[src/rtl/seq_chunk_adder.sv]
// seq_chunk_adder: multi-cycle adder/subtractor that processes CHUNK bits per
// clock and keeps the carry in a register between chunks. This keeps the
// critical path to one CHUNK-bit ripple add plus a mux.
module seq_chunk_adder #(
    parameter int WIDTH = 64,
    parameter int CHUNK = 16
) (
    input  logic             clk,
    input  logic             rst,
    input  logic             start,
    output logic             ready,
    input  logic [WIDTH-1:0] a,
    input  logic [WIDTH-1:0] b,
    input  logic             carry_in,
    input  logic             sub,
    output logic [WIDTH-1:0] sum,
    output logic             carry_out,
    output logic             overflow,
    output logic             done
);

    localparam int NCHUNK = WIDTH / CHUNK;
    localparam int CW     = (NCHUNK > 1) ? $clog2(NCHUNK) : 1;
    localparam logic [CW-1:0] LAST_CHUNK = CW'(NCHUNK - 1);

    localparam logic [1:0] S_IDLE = 2'd0;
    localparam logic [1:0] S_RUN  = 2'd1;
    localparam logic [1:0] S_DONE = 2'd2;

    logic [1:0]       state_q, state_d;
    logic [CW-1:0]    cnt_q, cnt_d;
    logic [WIDTH-1:0] a_q, a_d;
    logic [WIDTH-1:0] b_q, b_d;
    logic             carry_q, carry_d;
    logic [WIDTH-1:0] sum_q, sum_d;
    logic             cout_q, cout_d;
    logic             ovf_q, ovf_d;

    logic [CHUNK:0]   chunk_sum;
    logic             carry_into_msb;

    // One CHUNK-bit slice of the add; operands are always consumed from the low end.
    assign chunk_sum = {1'b0, a_q[CHUNK-1:0]} + {1'b0, b_q[CHUNK-1:0]}
                     + {{CHUNK{1'b0}}, carry_q};

    // Carry into the top bit recovered from the top sum bit of the final slice.
    assign carry_into_msb = chunk_sum[CHUNK-1] ^ a_q[CHUNK-1] ^ b_q[CHUNK-1];

    // Next-state logic: operand capture, per-chunk add, and final flag update.
    always_comb begin
        state_d = state_q;
        cnt_d   = cnt_q;
        a_d     = a_q;
        b_d     = b_q;
        carry_d = carry_q;
        sum_d   = sum_q;
        cout_d  = cout_q;
        ovf_d   = ovf_q;
        case (state_q)
            S_IDLE: begin
                if (start) begin
                    a_d     = a;
                    b_d     = b ^ {WIDTH{sub}};
                    carry_d = carry_in ^ sub;
                    cnt_d   = '0;
                    state_d = S_RUN;
                end
            end
            S_RUN: begin
                for (int i = 0; i < NCHUNK; i++) begin
                    if (cnt_q == CW'(i)) begin
                        sum_d[i*CHUNK +: CHUNK] = chunk_sum[CHUNK-1:0];
                    end
                end
                carry_d = chunk_sum[CHUNK];
                a_d     = a_q >> CHUNK;
                b_d     = b_q >> CHUNK;
                cnt_d   = cnt_q + CW'(1);
                if (cnt_q == LAST_CHUNK) begin
                    cout_d  = chunk_sum[CHUNK];
                    ovf_d   = carry_into_msb ^ chunk_sum[CHUNK];
                    cnt_d   = '0;
                    state_d = S_DONE;
                end
            end
            S_DONE: begin
                state_d = S_IDLE;
            end
            default: begin
                state_d = S_IDLE;
            end
        endcase
    end

    // State registers; reset aborts any operation in flight and clears results.
    always_ff @(posedge clk or negedge rst) begin
        if (!rst) begin
            state_q <= S_IDLE;
            cnt_q   <= '0;
            a_q     <= '0;
            b_q     <= '0;
            carry_q <= 1'b0;
            sum_q   <= '0;
            cout_q  <= 1'b0;
            ovf_q   <= 1'b0;
        end else begin
            state_q <= state_d;
            cnt_q   <= cnt_d;
            a_q     <= a_d;
            b_q     <= b_d;
            carry_q <= carry_d;
            sum_q   <= sum_d;
            cout_q  <= cout_d;
            ovf_q   <= ovf_d;
        end
    end

    assign ready     = (state_q == S_IDLE);
    assign done      = (state_q == S_DONE);
    assign sum       = sum_q;
    assign carry_out = cout_q;
    assign overflow  = ovf_q;

endmodule

[config.mk]
export PLATFORM = sky130hd
export DESIGN_NAME = seq_chunk_adder
export DESIGN_NICKNAME = d
export VERILOG_FILES = /design/src/rtl/seq_chunk_adder.sv
export SDC_FILE = /design/constraint.sdc
export NUM_CORES = 1
export LEC_CHECK = 0
export CAP_MARGIN = 30
export CORE_ASPECT_RATIO = 0.7
export CORE_MARGIN = 1
export CORE_UTILIZATION = 55
export DETAILED_ROUTE_END_ITERATION = 16
export GPL_TIMING_DRIVEN = 0
export HOLD_SLACK_MARGIN = 0.06
export PLACE_DENSITY = 0.91
export SYNTH_ARGS = -nofsm -noshare
export SYNTH_HDL_FRONTEND = slang
export SYNTH_SLANG_ARGS = --single-unit
[constraint.sdc]
create_clock -name clk -period 7.6 [get_ports clk]
set_clock_uncertainty 0.1 [all_clocks]
set_input_delay 1.9 -clock clk [delete_from_list [all_inputs] [get_ports clk]]
set_output_delay 1.9 -clock clk [all_outputs]
set_load 0.01 [all_outputs]
Figure 1. Placed standard cells (run 1).
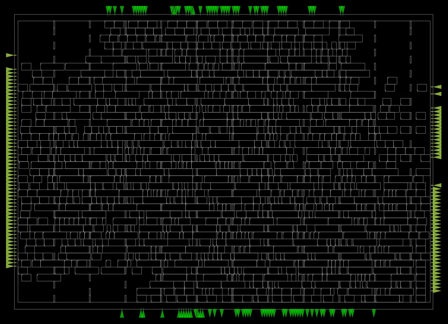
fill cell total of the finished layout: 1145
number of non-filler instances in the completed layout: 1454

Figure 2. The metal 2 layer (run 1).
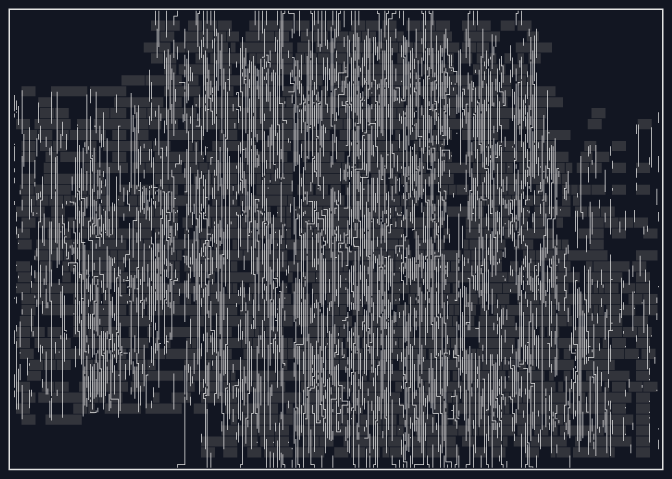
- longest straight run: 45.2 um
- share of all routed wire: 45%
WL final: 29900 um
count of vias placed by the detailed router: 8920
Global Route met2 Usage: 0.503

Figure 3. Gate families picked out (run 1).
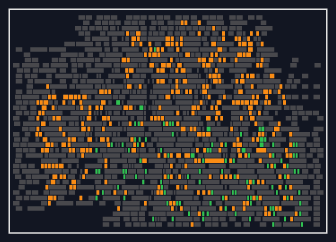
- NAND gates: green (cells 107)
- inverting AOI/OAI gates: orange (cells 337; where all over the die)
Comb/total area: 0.357

==> notes.md, run 1 <==
The flow completed. Fraction of the core area occupied by cells at floorplan landed at 0.568. Looking at the gate-level netlist, the highest instance count belongs to sky130_fd_sc_hd__dfrtp_1. In the routed layout, each cell is associated on average with a via count of 6.13.

Number of enable flip-flop cells landed at 0. Worst path required time landed at 5.60 ns. 201 I/O pins were placed. Worst voltage drop across the vdd grid landed at 0.000232 V. Looking at the hold checks, the worst path lands on sum[46]$_DFFE_PN0P_. Checking hold timing, the worst path is listed with class flip-flop to flip-flop. Per STA, the library cell used most along the worst path is sky130_fd_sc_hd__clkbuf_1. Longest individual stage delay on the worst path landed at 0.57 ns. The post-CTS hold buffer count recorded in the log is 0.

The H-tree was split into 4 levels. Worst-case headroom to the max-slew limit landed at 0.474. Number of warnings reported in the yosys synthesis log landed at 0. The startpoint identified for the worst hold timing path is sum[46]$_DFFE_PN0P_. The tool warning count for the run is 31.

The finished cells cover 0.0128 sq mm. The cell-mix breakdown from Yosys lists the adder-cell area share as 0.0282. Core area landed at 0.0174 sq mm. In the setup report, the worst path falls into the class flip-flop to primary output.

Post-CTS resize count landed at 0. Static timing analysis puts the maximum clock frequency at 204 MHz. sky130_fd_sc_hd__dfrtp_1 takes more of the synthesized area than any other cell.

Count of port buffers added during placement landed at 200. Cell internal power was estimated by the tool at 3.03 mW. Number of gates on the worst path with buffers counted landed at 5. The kind of cell with the highest combined delay along the critical path is buffers and inverters.

OpenSTA lists the critical path startpoint as state_q[1]$_DFFE_PN0P_. Depth of the worst hold-timing path landed at 2. Net count entering floorplan landed at 1144. Arrival time reported for the critical path endpoint landed at 2.91 ns. Average wire length per cell after detail routing landed at 20.5 um.

In the synthesized netlist, the cells that appear most often are sky130_fd_sc_hd__dfrtp_1 (199), sky130_fd_sc_hd__o21ai_0 (163), sky130_fd_sc_hd__nand2_1 (99), sky130_fd_sc_hd__a21oi_1 (87), sky130_fd_sc_hd__nor2b_1 (77). Internal reg-to-reg setup slack landed at 4.45 ns. Residual antenna-violating net count after detailed routing landed at 0.

Fraction of the mapped netlist area in simple logic gates landed at 0.100. The die covers 0.0185 sq mm. Dividing the final minimum period by the clock period gives 0.646.

Once routing completed, OpenROAD measured the worst setup slack at 2.69 ns. STA lists the maximum fanout along the critical path as 10. TritonCTS created 17 clock buffers. By area the synthesized netlist is led by sky130_fd_sc_hd__dfrtp_1 (50%), sky130_fd_sc_hd__o21ai_0 (8.3%), sky130_fd_sc_hd__xor2_1 (6.3%). Among the non-sequential cells, AND-OR/OR-AND gates take the most area.

The clock passes through at most 2 buffers. Timing analysis after detailed placement gives a worst setup slack of 3.25 ns. Number of sinks on the clock net landed at 199. Final-stage net count landed at 1364. The vertical die dimension reported for this design is 114 um. Entering global routing, the biggest net connects 103 pins.

Worst-margin pin slew landed at 0.790 ns. Weighted congestion reported at the end of routability-driven placement landed at 0.902. Global-route wire length before repair landed at 47400 um. Clock network fraction of design power landed at 0.175. For the worst reg-to-reg path, the endpoint reported by OpenROAD is sum[62]$_DFFE_PN0P_. Sequential fraction of design power landed at 0.364.

Share of power burned in combinational logic landed at 0.461. Post-synthesis cell area landed at 0.00986 sq mm. The number of global-route vias before repair is 8679. The switching portion of total power comes to 0.426. Detailed placement reports a standard cell area of 0.0122 sq mm. Logic depth along the worst register-to-register path is recorded as 10. Per the timing report, the most critical flop-to-flop path originates at a_q[0]$_DFFE_PN0P_. Per the post-synthesis stats, the area per cell is 9.96 sq um. Once synthesis finished, the tally of register bits stood at 199. Fraction of synthesized cell area in xor and xnor cells landed at 0.0727. CTS placed an instance of sky130_fd_sc_hd__clkbuf_16 at the clock tree root. In this run the maximum-capacitance check reported violations numbering 0. Counting I/O delays and the setup requirement, the final critical path takes 4.91 ns. Per the final timing report, the hold violations number 0. Clock input transition at the sequential cells of the worst setup and hold paths landed at 0.08 ns. Net switching power figure landed at 2.25 mW. Per the synth stats, the flop cell with the highest instance count is sky130_fd_sc_hd__dfrtp_1. The total overflow left after global routing is 0. Gate count of the mapped netlist landed at 990. Cell leakage power landed at 5.52 nW. Among all stages on the critical path, the largest delay is contributed by sky130_fd_sc_hd__clkdlybuf4s50_1.

Area fraction in mux cells landed at 0.0291. Post-synthesis sequential area ratio landed at 0.505. In this run, the number of DRC markers left after iteration 0 of detailed routing was 1108. Share of Yosys cell area claimed by the top area cell type landed at 0.505.

Total power normalized to cell area comes to 413 mW/mm^2. Total count of max-transition violations in the final report landed at 0. Count of inserted antenna diode cells landed at 0. Chip area estimate from yosys synthesis landed at 0.00986 sq mm. TritonCTS built the clock tree.

Per the post-run analysis, buffers plus inverters along the critical path come to 4. In this run, the synthesized area fraction spent on AND-OR/OR-AND gates is recorded as 0.233. Number of detailed-routing iterations run before antenna repair landed at 5. STA classifies the critical path startpoint as a flip-flop. Clock latency on the worst-skew pair, taken at its later pin, is 0.46 ns. Final HPWL from detailed placement landed at 22000 um. The run finished with clean final reports. The most critical setup path has its endpoint at done. For this run, asynchronously set or reset flops after synthesis account for 1.00. Across every metal layer, demand over resource in global routing totals 0.338.

Unique cell type count in the Yosys netlist landed at 46. Traced cell by cell, the critical path runs through clkbuf_1 > clkbuf_1 > clkbuf_1 > nor2b_1 > clkdlybuf4s50_1. Setup repair after global routing left no endpoint under its margin. Number of antenna violations at the first check in global routing landed at 0. Measured along the x axis, the die boundary spans 162 um. Of the cells placed in the final design, the portion with a size suffix greater than 1 is 0.0442. The worst setup path is captured at a primary output. The end-of-flow timing check tallies setup violations at 0. The DRC violation total left in the routed layout is recorded as 0.

Layout overhead on the synthesized area landed at 29.6%. After synthesis, the design contains 990 cells according to Yosys. Floorplan row count landed at 40.
run 1: area by class of cell:
class	instances	area, sq um	share of cell area
Buffer	77	299	0.0234
Timing Repair Buffer	201	2030	0.159
Tap cell	231	289	0.0226
Multi-Input combinational cell	708	4560	0.357
Inverter	6	22.5	0.00176
Clock inverter	15	173	0.0135
Clock buffer	17	425	0.0333
Sequential cell	199	4980	0.390
run 1: cell families after synthesis:
logic type      count (synthesis)
compound gates                379
xor+xnor                       81
fa+ha+maj                      21
buf+inv                        83
flops                         199
mux                            28
simple gates                  199
run 1: per-layer routing:
| metal | track usage | wire (um) | up-vias |
|---|---|---|---|
| met5 | 0 | 0 | - |
| met4 | 0.132 | 1000 | 0 |
| met3 | 0.0807 | 3440 | 91 |
| met2 | 0.503 | 13300 | 587 |
| met1 | 0.480 | 12100 | 4289 |
| li1 | - | - | 3953 |
run 1: power by group through the flow:
stage	Clock, mW	Sequential [mW]	Combinational, mW
after detailed placement	0	1.92	2.36
after global routing	0.963	1.96	2.66
after global placement	0	1.89	2.25
after floorplan	0	1.85	1.41
final	0.922	1.92	2.43
after CTS	0.922	1.90	2.40
run 1: tightest hold or removal path, stage by stage, from the launching register on:
cell and delay (ns):
sky130_fd_sc_hd__dfrtp_1 0.35, sky130_fd_sc_hd__nand2_1 0.04, sky130_fd_sc_hd__o21ai_0 0.06
run 1: flip-flops by register name (all words and copies together), names as in the netlist:
signal	cells
b_q	64
cnt_q	2
carry_out	1
state_q	2
carry_q	1
a_q	64
overflow	1
sum	64
run 1: layout by cell type, fill, tap and decap left out, types with 4 or more instances in the layout:
cell type                         synthesis  routed
sky130_fd_sc_hd__dfrtp_1                199     199
sky130_fd_sc_hd__clkdlybuf4s50_1          0     199
sky130_fd_sc_hd__o21ai_0                163     163
sky130_fd_sc_hd__nand2_1                 99      99
sky130_fd_sc_hd__a21oi_1                 87      87
sky130_fd_sc_hd__nor2b_1                 77      77
sky130_fd_sc_hd__a22oi_1                 73      73
sky130_fd_sc_hd__xor2_1                  71      71
sky130_fd_sc_hd__clkbuf_1                64      64
sky130_fd_sc_hd__a22o_1                  33      33
sky130_fd_sc_hd__mux2i_1                 23      23
sky130_fd_sc_hd__ha_1                    19      19
sky130_fd_sc_hd__clkbuf_16                0      17
sky130_fd_sc_hd__xnor2_1                  9       9
sky130_fd_sc_hd__buf_2                    8       8
sky130_fd_sc_hd__inv_8                    0       8
sky130_fd_sc_hd__nor2_1                   7       7
sky130_fd_sc_hd__inv_1                    6       6
sky130_fd_sc_hd__buf_1                    5       5
sky130_fd_sc_hd__mux2_2                   5       5
sky130_fd_sc_hd__nand2b_1                 4       4
run 1: per-stage QoR:
step	std cells	power (mW)	hold WS, ns	utilization	setup TNS (ns)
after floorplan	990	3.26	0.350	-	0
after global placement	1421	4.14	0.352	0.700	-687.67
after detailed placement	1422	4.28	0.370	0.702	0
after CTS	1454	5.23	0.387	0.736	0
after global routing	1454	5.58	0.407	0.736	0
final	1454	5.28	0.383	0.736	0
--- run 2 (diff from run 1) ---
--- a/config.mk
+++ b/config.mk
@@ -8,11 +8,11 @@
 export CAP_MARGIN = 30
 export CORE_ASPECT_RATIO = 0.7
 export CORE_MARGIN = 1
-export CORE_UTILIZATION = 55
+export CORE_UTILIZATION = 47
 export DETAILED_ROUTE_END_ITERATION = 16
 export GPL_TIMING_DRIVEN = 0
 export HOLD_SLACK_MARGIN = 0.06
-export PLACE_DENSITY = 0.91
+export PLACE_DENSITY = 0.83
 export SYNTH_ARGS = -nofsm -noshare
 export SYNTH_HDL_FRONTEND = slang
 export SYNTH_SLANG_ARGS = --single-unit
==> constraint.sdc (replaced) <==
create_clock -name clk -period 4.05 [get_ports clk]
set_clock_uncertainty 0.1 [all_clocks]
set_input_delay 1.0125 -clock clk [delete_from_list [all_inputs] [get_ports clk]]
set_output_delay 1.0125 -clock clk [all_outputs]
set_load 0.01 [all_outputs]
Figure 4. Placed standard cells (run 2).
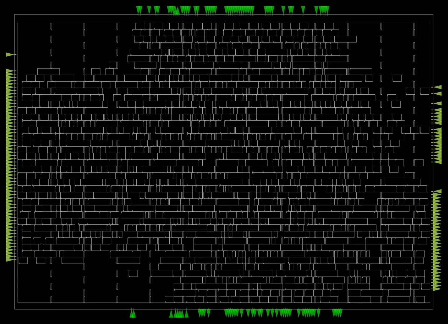
number of tap instances: 270
core region area: 0.0202 sq mm
row count: 43
register share of the cell area: 0.388
number of non-filler instances in the completed layout: 1494

==> run 2 against run 1 <==
Compared with the run above: hold slack worse by 0.0040 ns; first-iteration DRC count down 16%; global-route usage down 6.0 points; critical path depth unchanged; critical path type unchanged; largest cell class unchanged; highest routed layer unchanged.
==> notes.md, run 2 <==
The flow completed. The flow ran to the end, and the final reports show no timing, DRC or antenna violations. The overall die height was 123 um (+8.0%). Sorting the synthesized cells by area gives the leading types as sky130_fd_sc_hd__dfrtp_1 (50%), sky130_fd_sc_hd__o21ai_0 (8.3%), sky130_fd_sc_hd__xor2_1 (6.3%). Worst-case reg-to-reg path depth landed at 10 (unchanged). The setup total negative slack is 0 ns (unchanged). Setup slack at placement landed at 0.475 ns (-2.77 ns). The number of enable flip-flop cells came to 0 (unchanged). The gate count of the mapped netlist is 990 (unchanged). Number of flip-flops and latches in the synthesized netlist landed at 199 (unchanged). Count of pins on the block boundary landed at 201 (unchanged). Weighted congestion reported at the end of routability-driven placement landed at 0.888 (-1.6%). The setup slack of the critical path after layout was 0.154 ns (-2.54 ns). The post-CTS resize count was 0 (unchanged).

Post-synthesis cell count from yosys landed at 990 (unchanged). Following the worst setup path forward leads to its endpoint at done. The H-tree depth is 4 (unchanged). The number of antenna violations at the first check in global routing came to 1 (+1).

For the worst reg-to-reg path, the endpoint reported by OpenROAD is sum[14]$_DFFE_PN0P_. Share of Yosys cell area claimed by the top area cell type landed at 0.505 (unchanged). The count of port buffers added during placement is 200 (unchanged). Based on the critical path, the design can be clocked at up to 257 MHz. Global-route wire length before repair landed at 45800 um (-3.4%). Per the cell usage report, the commonest logic cells after layout are sky130_fd_sc_hd__dfrtp_1 (199), sky130_fd_sc_hd__clkdlybuf4s50_1 (199), sky130_fd_sc_hd__o21ai_0 (163), sky130_fd_sc_hd__nand2_1 (99), sky130_fd_sc_hd__a21oi_1 (87). The number of warnings reported in the yosys synthesis log is 0 (unchanged). The final wirelength was 29200 um (-2.4%). Clock latency of the later-clocked register in the worst-skew pair landed at 0.45 ns (about the same). met2 is the most crowded layer. Areal power density over the cells landed at 764 mW/mm^2 (+85%).

Number of detailed-routing iterations run before antenna repair landed at 5 (unchanged). The worst voltage drop across the vdd grid was 0.000396 V (+70%). Setup repair after global routing left no endpoint under its margin.

The worst-margin pin slew came to 0.715 ns (-0.0743 ns). The chip area estimate from yosys synthesis was 0.00986 sq mm (unchanged). Arrival time reported for the critical path endpoint landed at 2.78 ns (-0.13 ns). Chip width landed at 175 um (+8.1%). Worst path required time landed at 2.94 ns (-2.66 ns).

The total DRC errors in the routed layout came to 0 (unchanged). Deepest clock path buffer count landed at 2 (unchanged). Number of buffers created by CTS landed at 17 (unchanged). Unique cell type count in the Yosys netlist landed at 46 (unchanged). Layout overhead on the synthesized area landed at 30.3%. The critical path starts at state_q[1]$_DFFE_PN0P_. Number of design-rule violations left by the first detailed-router iteration landed at 933 (-16%).

Clock input transition at the sequential cells of the worst setup and hold paths landed at 0.08 ns (about the same). Chip footprint landed at 0.0216 sq mm (+17%). The net count entering floorplan came to 1144 (unchanged). For this run, the leading register cell type out of synthesis is sky130_fd_sc_hd__dfrtp_1. Number of setup violations in the final report landed at 0 (unchanged). The number of hold-repair buffers added at the cts stage is 0 (unchanged). The final count of hold timing violations was 0 (unchanged). In this run the clock root is driven by a sky130_fd_sc_hd__clkbuf_16.

Total global routing overflow landed at 0 (unchanged). Internal reg-to-reg setup slack landed at 1.02 ns (-3.43 ns). TritonCTS built the clock tree. The worst-case headroom to the max-slew limit was 0.523 (+0.0495).

The via-per-instance ratio is 5.84 (-4.8%). Post-synthesis cell area landed at 0.00986 sq mm (unchanged). Largest net degree at the start of global routing landed at 107 (+3.9%).

Total global-route track usage landed at 0.278 (-0.0595). STA classifies the critical path startpoint as a flip-flop. Summed over all instances, the cell type with the most area after synthesis is sky130_fd_sc_hd__dfrtp_1.

Post-synthesis sequential area ratio landed at 0.505 (unchanged). The cell leakage power came to 5.53 nW (about the same). Mean instance size in the synthesized netlist landed at 9.96 sq um (unchanged). The worst path in the final design needs a cycle of 3.90 ns, including I/O delays and setup.

Average wire length per cell after detail routing landed at 19.5 um (-5.0%). Fraction of the core area occupied by cells at floorplan landed at 0.489 (-0.0791). The largest fanout on the critical path was 10 (unchanged). Number of global-route vias before repair landed at 8294 (-4.4%). Share of synthesized registers carrying an async set or reset landed at 1.00 (unchanged). The met2 usage was 0.418 (-0.0848).

Reported max-cap violation count landed at 0 (unchanged). Fraction of final layout cells sized beyond drive strength 1 landed at 0.0450 (+0.000818). The total vias in the final route came to 8724 (-2.2%). The number of sinks on the clock net was 199 (unchanged). The setup path with the least slack is of type flip-flop to primary output. The met3 usage was 0.0529 (-0.0278). Post-placement cell count landed at 1461 (+2.7%).

STA classifies the critical path endpoint as a primary output. The synthesis stats list as the most numerous cell sky130_fd_sc_hd__dfrtp_1. The warning total across the stage logs is 31 (unchanged). The residual antenna-violating net count after detailed routing came to 0 (unchanged).

Total count of max-transition violations in the final report landed at 0 (unchanged). The commonest cells after synthesis are sky130_fd_sc_hd__dfrtp_1 (199), sky130_fd_sc_hd__o21ai_0 (163), sky130_fd_sc_hd__nand2_1 (99), sky130_fd_sc_hd__a21oi_1 (87), sky130_fd_sc_hd__nor2b_1 (77). STA lists the startpoint of the worst register-to-register path as a_q[0]$_DFFE_PN0P_. Post-CTS repair timing setup buffer count landed at 0. Final worst-path cycle share landed at 0.962.

The final-stage net count came to 1364 (unchanged). The final HPWL from detailed placement came to 22000 um (+0.27%). The met1 capacity usage during global routing is 0.409 (-0.0712). The most critical min-delay path falls under flip-flop to flip-flop.
Figure 5. Clock wires, drivers and flops (run 2).
Scale bar: 50 um.
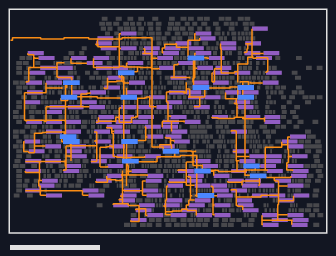
- cells driving clock nets: blue (count 17)
- clock wires: orange (length 2250 um)
- flip-flops: purple (count 199)
- flops lie: all over the die

## run 2: cell types whose count changed in the layout (fill, tap and decap cells not counted), sizes merged
cell	before	now
clkinv	4	6
inv	16	14
diode	0	1
## run 2: metrics by stage
stage	power, mW	hold WS, ns	instance area, sq um	utilization
6_report	9.82	0.379	12800	0.637
5_1_grt	10.4	0.410	12800	0.637
4_1_cts	9.77	0.378	12800	0.637
3_5_place_dp	8.03	0.359	12200	0.606
3_3_place_gp	7.83	0.352	12200	0.605
2_1_floorplan	6.11	0.350	9860	-
## run 2: how the worst min path moves through the flow
| stage | cells after the start | slack, ns | start | end |
|---|---|---|---|---|
| after floorplan | 2 | 0.35 | a_q[16]$_DFFE_PN0P_ | a_q[16]$_DFFE_PN0P_ |
| after global placement | 2 | 0.35 | carry_out$_DFFE_PN0P_ | carry_out$_DFFE_PN0P_ |
| after detailed placement | 2 | 0.36 | carry_out$_DFFE_PN0P_ | carry_out$_DFFE_PN0P_ |
| after CTS | 2 | 0.38 | carry_out$_DFFE_PN0P_ | carry_out$_DFFE_PN0P_ |
| after global routing | 2 | 0.41 | carry_out$_DFFE_PN0P_ | carry_out$_DFFE_PN0P_ |
| final | 2 | 0.38 | carry_out$_DFFE_PN0P_ | carry_out$_DFFE_PN0P_ |
## run 2: layout make-up
class                      instances  area [sq um]
buffer                            77           300
clock inverter                    15           183
fill                            1587          7330
multi-input combinational        708          4560
timing repair buffer             201          2030
inverter                           6          22.5
sequential                       199          4980
clock buffer                      17           425
antenna                            1          2.50
tap                              270           338
## run 2: kinds of logic (layout without fill, tap and decap cells)
family                   Yosys count  after routing  synth area share
adder cells (fa/ha/maj)           21             21            0.0282
XOR/XNOR                          81             81            0.0727
multiplexers                      28             28            0.0291
buffers and inverters             83            316            0.0326
flip-flops                       199            199             0.505
AND/OR/NAND/NOR                  199            199             0.100
other                              0              1                 0
AND-OR/OR-AND                    379            379             0.233
## run 2: critical path, cell delays in order (launching register included)
cell                              delay [ns]
sky130_fd_sc_hd__dfrtp_1                0.33
sky130_fd_sc_hd__clkbuf_1               0.35
sky130_fd_sc_hd__clkbuf_2               0.38
sky130_fd_sc_hd__clkbuf_1               0.47
sky130_fd_sc_hd__nor2b_1                0.24
sky130_fd_sc_hd__clkdlybuf4s50_1        0.56
## run 2: where the power goes
group / leakage, nW / total (mW) / internal [mW] / switching, mW
registers: 2.54 / 3.55 / 2.87 / 0.681
clock network: 0.294 / 1.73 / 0.842 / 0.887
logic: 2.69 / 4.54 / 1.98 / 2.56
total: 5.53 / 9.82 / 5.69 / 4.13
## run 2: metal layers
metal  share of wire  up-vias
li1                -     3946
met5               0        -
met3           0.095       38
met1            0.45     4267
met2            0.44      473
met4           0.016        0
Power figures rest on the tool's default switching activity, not on a simulated workload.
